**Met1 routing**

The bar under the picture is 20 um long. Supply wires on this layer in gray.
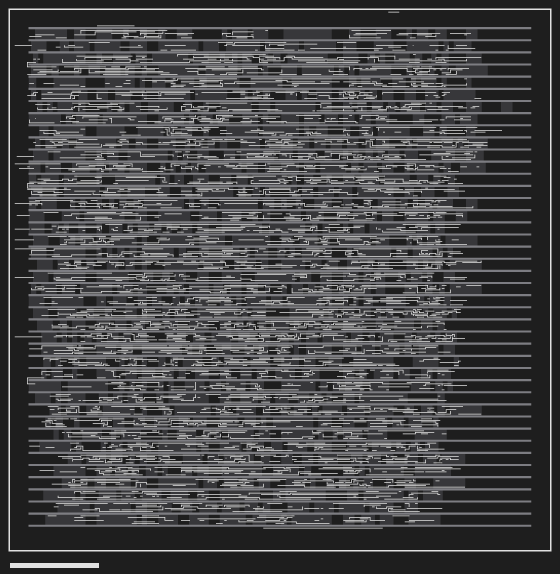
**Metal 2**

The bar under the picture is 20 um long.
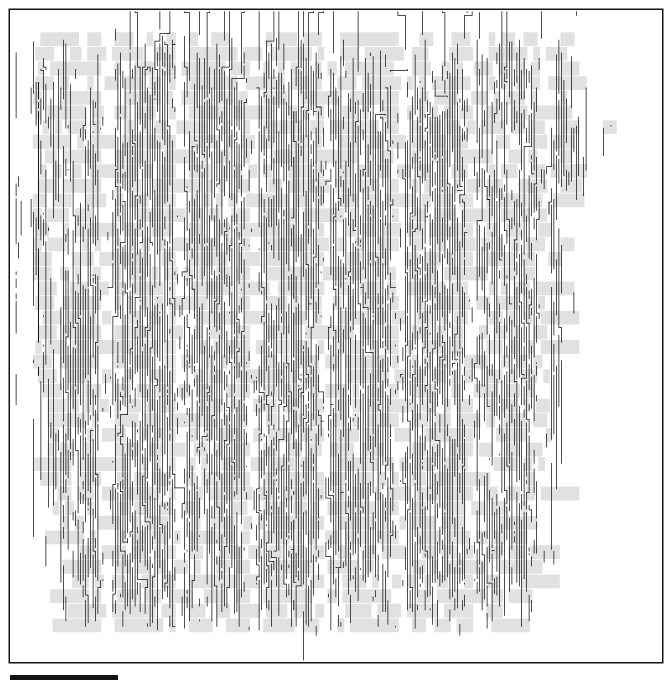
**Layout detail**

The bar under the picture is 10 um long. Window x 41 to 81, y 16 to 56 um. Cells in gray, sequential cells in the stronger gray; small squares are vias.
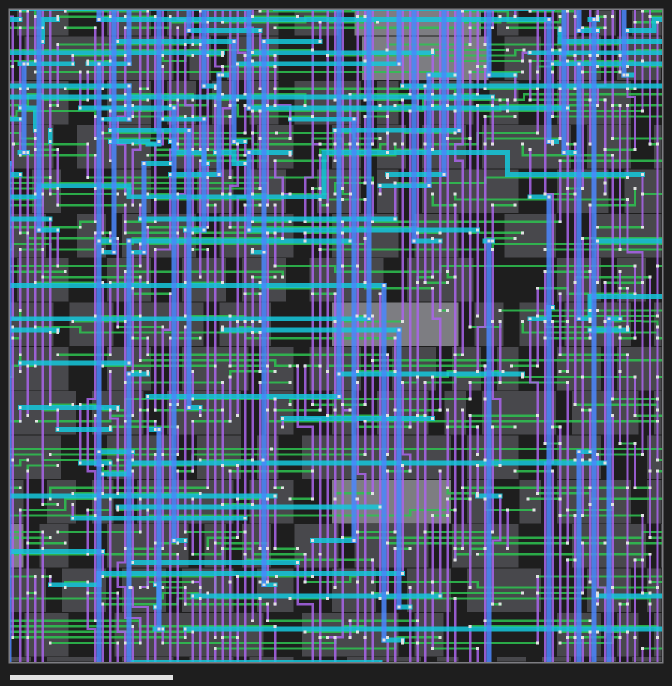
Design circle_plotter, sky130hd; sources not shown.
==> impl_summary.log <==
[report] extracting results
INFO  metric synth-area-yosys = 4980 um2
INFO  metric count_of_fill_cells_added_during_filler_insertion = 1438
INFO  metric most_common_cell = sky130_fd_sc_hd__nand2_1
INFO  metric failing_checks = setup timing
INFO  metric detailedPlacementHpwl = 14500 um
INFO  metric p_switching = about 1.6 mW
INFO  metric ys_types = 61
INFO  metric and_or_nand_nor_cells_area_fraction = 20.5%
INFO  metric clk_pin_slew = about 0.08 ns
INFO  metric grt_max_degree = 50
INFO  metric finalClockPeriodUsage = 119%
INFO  metric report.final.slew_viol_count = 0
INFO  metric number_of_remaining_drc_errors = 0
INFO  metric final_cell_area = roughly 7500 um2
INFO  metric cts_htree_levels = 2
INFO  metric ys_seq_elements = 48
INFO  metric grt_setup_unrepaired = yes
INFO  metric timing.setup.critical_path_class = reg -> out
INFO  metric total_routing_usage_reported_by_global_routing = a little under a third
INFO  metric synthDominantCellAreaShare = 19.3%
INFO  metric grt_pass1_vias = 6448
INFO  metric path_cells = nor3_2 > xnor2_1 > mux4_2 > a21boi_2 > ha_1 > o21a_1 > o31a_1 > or4_4 > nand3_2 > xnor2_2 > nor2_2 > buf_4
INFO  metric place.detailed.instances = roughly 950
INFO  metric post_synth_most_frequent_cells = sky130_fd_sc_hd__nand2_1, sky130_fd_sc_hd__ha_1, sky130_fd_sc_hd__a21oi_1
INFO  metric synth.cellmix.adderShare = 19.8%
INFO  metric die_width = 121 um
INFO  metric floorplan.io_pins = 50
INFO  metric number_of_antenna_violations_at_the_first_check_in_global_routing = 1
INFO  metric leading_cell_type_in_the_layout_fill_and_taps_excluded = sky130_fd_sc_hd__buf_4
INFO  metric enable_flop_cells = 0
INFO  metric report.final.setup_viol = 17
INFO  metric finalWorstSetupSlack = -0.582 ns
INFO  metric tritoncts_num_sinks = about 48
INFO  metric synth.yosys.warnings = 0
INFO  metric outcome = finished with violations
INFO  metric number_of_buffer_cells_added_on_primary_ports = slightly below 50
INFO  metric combinational_gate_area = about 4400 um2
INFO  metric timing.hold.worst_path_depth = 2
INFO  metric cts.repair.resized = 135
INFO  metric slowest_stage = sky130_fd_sc_hd__mux4_2
INFO  metric p_comb = 2.25 mW
INFO  metric number_of_flip_flops_in_the_largest_register = 9
-- 'met1 routing' (at the start) --
longest straight run = 52.4 um
share of all routed wire = 36%
wire length on this layer = 9610 um
main direction = horizontal
GRT met1 Usage: 35.4%
via count: 6397
total wire length after detailed routing: 26900 um

-- 'metal 2' (at the start) --
longest straight run = 45.6 um
main direction = vertical
nets with wire on the layer = 859
wire length on this layer = 12900 um
share of all routed wire = 48%
met2 GRT Util: 52.7%

-- 'layout detail' (at the start) --
M3 -> cyan
M1 -> green
M4 -> blue
M2 -> purple
sequential cells in the window = 4
most frequent = buf_4 (19), ha_1 (15), nor2_1 (11)
cells with their middle in the window = 120

-- cell type report --
class | instances | share of cell area, %
Antenna cell | 1 | 0.0332
Sequential cell | 48 | 13.0
Multi-Input combinational cell | 528 | 58.9
Clock buffer | 5 | 1.66
Tap cell | 172 | 2.85
Clock inverter | 3 | 0.912
Inverter | 40 | 2.09
Timing Repair Buffer | 179 | 20.5
-- metal layers --
| metal | part of all wire [%] | GRT usage, % | vias to the layer above |
|---|---|---|---|
| li1 | - | - | 2631 |
| met2 | 48 | 52.7 | 468 |
| met1 | 36 | 35.4 | 3101 |
| met4 | 7.0 | 12.7 | 0 |
| met3 | 9.2 | 5.64 | 197 |
| met5 | 0 | - | - |
Power figures rest on the tool's default switching activity, not on a simulated workload.
